### The metal 1 layer, run 1

The bar under the picture is 20 um long.
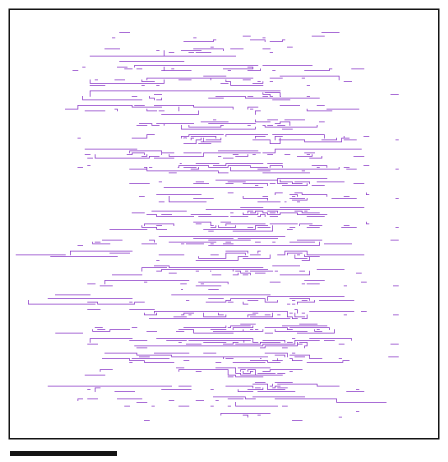
### Met2 routing, run 1

The bar under the picture is 20 um long.
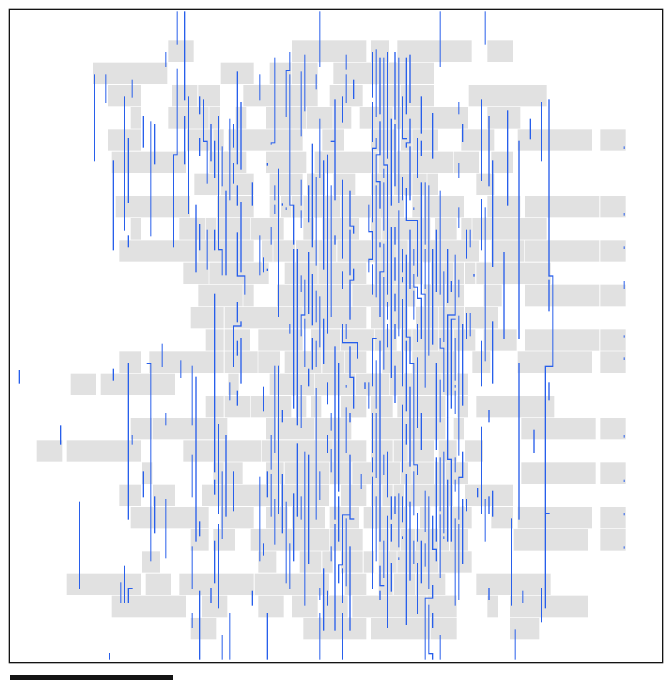
### The metal 3 layer, run 1

The bar under the picture is 20 um long.
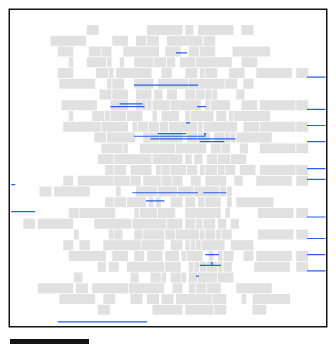
==> config.mk <==
export PLATFORM = sky130hd
export DESIGN_NAME = reset_run_sequencer
export DESIGN_NICKNAME = d
export VERILOG_FILES = /design/src/rtl/reset_run_sequencer_pkg.sv /design/src/rtl/reset_run_sequencer_reset_sync.sv /design/src/rtl/reset_run_sequencer.sv
export SDC_FILE = /design/constraint.sdc
export NUM_CORES = 1
export LEC_CHECK = 0
export ABC_CLOCK_PERIOD_IN_PS = 1600
export CORE_MARGIN = 2
export CORE_UTILIZATION = 35
export DETAILED_ROUTE_END_ITERATION = 16
export GPL_TIMING_DRIVEN = 0
export SYNTH_ARGS = -nofsm -noshare
export SYNTH_HDL_FRONTEND = slang
export SYNTH_HIERARCHICAL = 1
export SYNTH_SLANG_ARGS = --single-unit
==> constraint.sdc <==
create_clock -name sys_clock -period 1.6 [get_ports sys_clock]
set_input_delay 0.32 -clock sys_clock [delete_from_list [all_inputs] [get_ports sys_clock]]
set_output_delay 0.32 -clock sys_clock [all_outputs]
set_load 0.05 [all_outputs]
==> qor.csv <==
stage,metric,value,unit
cts,Inserted Clock Buffers,5,
synthesis,Multiplexer share,0.559,%
worst_hold_path,worst hold path class,in -> async,
drt,Avg WL per Cell,14.6,um
cells_and_area,fraction of layout instances using a drive strength above 1,44.0,%
power_and_ir_drop,LEAKAGE,1.42,nW
sta,count of final setup violators,39,
floorplanning,die height,79.8,um
global_route,global-route wire length before repair,8.19,mm
place,global placer's final weighted congestion,0.858,
sta,setup clock skew after layout,9.64,ps
floorplanning,# IOs,28,
synthesis,share of flip-flops with an asynchronous set or reset after synthesis,100,%
synthesis,synthesized netlist cell count,194,
place,number of buffer cells added on primary ports,27,
sta,Final Hold Slack,178,ps
cts,clock tree from TritonCTS,yes,
critical_path,arrival time at the worst endpoint,2220,ps
floorplanning,overall die area,6370,sq um
drt,remaining antenna violation count after routing,0,
synthesis,and+or+nand+nor area frac,25.4,%
cells_and_area,FILL cells,473,
cells_and_area,most numerous logic cells after layout,"33 x dfrtp_1, 29 x buf_4, 24 x dlygate4sd2_1",
cells_and_area,Final Core Density,56.3,%
critical_path,category of the most critical setup path,reg -> reg,
sta,ratio of final minimum period to clock period,130,%
job,count of max-cap constraint violations,0,
sta,unrepaired setup endpoints after global routing,true,
global_route,"Remaining Overflow, GRT",0,
synthesis,"Compound Share, Synth",8.02,%
synthesis,"flops & latches, synth",42,
synthesis,cell total in the yosys stat output,194,
power_and_ir_drop,power density normalized to cell area,660,nW/um^2
synthesis,sequential-to-total area share from yosys stat,52.2,%
synthesis,Mapped Area,2010,sq um
run_status,status,"complete, but fails checks",
global_route,vias in the first global route,1672,
global_route,pin count of the biggest net entering global routing,41,
synthesis,XOR/XNOR Fraction of Synth Area,7.40,%
critical_path,Register-to-Register Setup Slack,-470,ps
drt,DRC viols,0,
cells_and_area,"most common cell after layout, fill and taps aside",dfrtp_1,
place,post-place instance area,2460,sq um
critical_path,reg2reg path depth,7,
place,final HPWL from detailed placement,2.76,mm
critical_path,kind of capture point of the worst setup path,flop,
cells_and_area,layout-stage area growth over the synthesis result,55.1,%
synthesis,Synth area leader,dfrtp_1,
synthesis,count of library flops with an enable pin,0,
cts,clock latency on the worst-skew pair,300,ps
cells_and_area,final net count,273,
sta,final-report hold violation count,0,
critical_path,Required @ worst endpoint,1750,ps
run_status,failing checks,negative setup slack,
cts,number of levels in the clock H-tree,2,
synthesis,Yosys Chip Area,2010,sq um
synthesis,combinational family with the most area after synthesis,simple AND/OR/NAND/NOR gates,
cts,cell chosen for the clock root,clkbuf_8,
sta,Period minus WS final,2070,ps
synthesis,"area fraction in full adders, half adders and majority gates",2.49,%
sta,smallest setup slack after layout,-473,ps
synthesis,number of nets at floorplan,202,
floorplanning,Rows,27,
cts,"CTS clk-pin slew, worst paths",80,ps
cts,clock tree buffer depth,2,
drt,Detailed Routing Iterations Pass 1,4,
synthesis,Yosys top cell area share,52.2,%
floorplanning,initial core utilization,36.3,%
job,Tool Warnings,32,
synthesis,number of synthesis warnings,6,
synthesis,top-count cell post-synth,nor2_1,
power_and_ir_drop,worst supply voltage drop on vdd,346,uV
drt,vias per cell,4.86,
critical_path,Critical Path Fanout Max,5,
global_route,global-route usage over all layers,17.0,%
sta,transition at the pin with the smallest max-transition slack,854,ps
synthesis,Distinct lib cells used,44,
floorplanning,floorplan die width,79.8,um
synthesis,average size of a mapped cell,10.4,sq um
floorplanning,Placeable Area,5540,sq um
cells_and_area,antenna diode instance count,0,
critical_path,startpoint type of the worst setup path,flop,
global_route,initial antenna violation count,0,
sta,pins over their slew limit,0,
cells_and_area,design area,3120,sq um
drt,first-iteration detailed-routing DRC count,144,
synthesis,cell types with the highest counts after synthesis,"43 x nor2_1, 42 x dfrtp_1, 14 x nand2_1",
synthesis,dominant register cell in the synthesized netlist,dfrtp_1,
sta,remaining max-slew budget at the tightest pin,43.1,%
synthesis,Synth area leaders,"dfrtp_1 52%, nor2_1 8.0%, xnor2_1 4.4%, xor2_1 3.0%, nand2_1 2.6%",
cts,clk sinks,42,
sta,fmax,482,MHz
Notes on 'The metal 1 layer' above:
nets with wire on the layer	242
longest straight run	35.4 um
met1 demand-to-capacity share in global routing: 22.3%
post-detailed-routing wire length: 4.93 mm
via count of the routed design: 1643

Notes on 'Met2 routing' above:
share of all routed wire	48%
main direction	vertical
longest straight run	29.6 um
wire length on this layer	2380 um
nets with wire on the layer	225
global-route track usage on met2: 27.6%

Notes on 'The metal 3 layer' above:
wire length on this layer	196 um
nets with wire on the layer	24
longest straight run	22.3 um
met3 track utilization from global routing: 3.73%

## run 1: metal layers
layer / global-route usage [%] / vias to the layer above / share of wire (%)
met5: 0 / - / 0
met4: 6.10 / 0 / 1.9
met3: 3.73 / 8 / 4.0
met2: 27.6 / 42 / 48
met1: 22.3 / 799 / 46
li1: - / 794 / -
## run 1: power by group
part | switching, W | total (W) | internal [W] | leakage, nW
clock network | 0.000362 | 0.000710 | 0.000348 | 0.0482
registers | 0.0000334 | 0.00111 | 0.00108 | 0.566
logic | 0.000123 | 0.000239 | 0.000116 | 0.807
## run 1: timing repair
action                                 in CTS  in global routing
hold buffers                                0                  0
endpoints found under the hold margin       0                  0
buffers inserted                           27                  8
pin swaps                                  23                 18
setup endpoints to repair                  63                 40
cloned                                      2                  0
gates resized                              61                 40
## run 1: through the flow
stage	cells	power [W]	setup WS [ps]	setup TNS, ps
5_1_grt	338	0.00217	-545	-14300
4_1_cts	330	0.00205	-429	-9750
2_1_floorplan	194	0.00122	-217	-3030
6_report	338	0.00206	-473	-11850
3_3_place_gp	293	0.00127	-454	-17080
3_5_place_dp	293	0.00127	-466	-12770
## run 1: area by class of cell
class | instances | area (sq um) | share of cell area (%)
Clock buffer | 7 | 86.3 | 2.77
Timing Repair Buffer | 64 | 573 | 18.4
Multi-Input combinational cell | 134 | 1170 | 37.4
Clock inverter | 1 | 5.00 | 0.160
Sequential cell | 42 | 1060 | 34.0
Tap cell | 72 | 90.1 | 2.89
Inverter | 8 | 30.0 | 0.962
Buffer | 10 | 108 | 3.45
## run 1: critical path, cell delays in order (launching register included)
cell and delay [ps]:
dfrtp_2 420, buf_6 130, and4_4 230, or3b_4 410, nor2_4 110, o22ai_4 80
nor4b_4 380, a41oi_2 150
Power figures rest on the tool's default switching activity, not on a simulated workload.
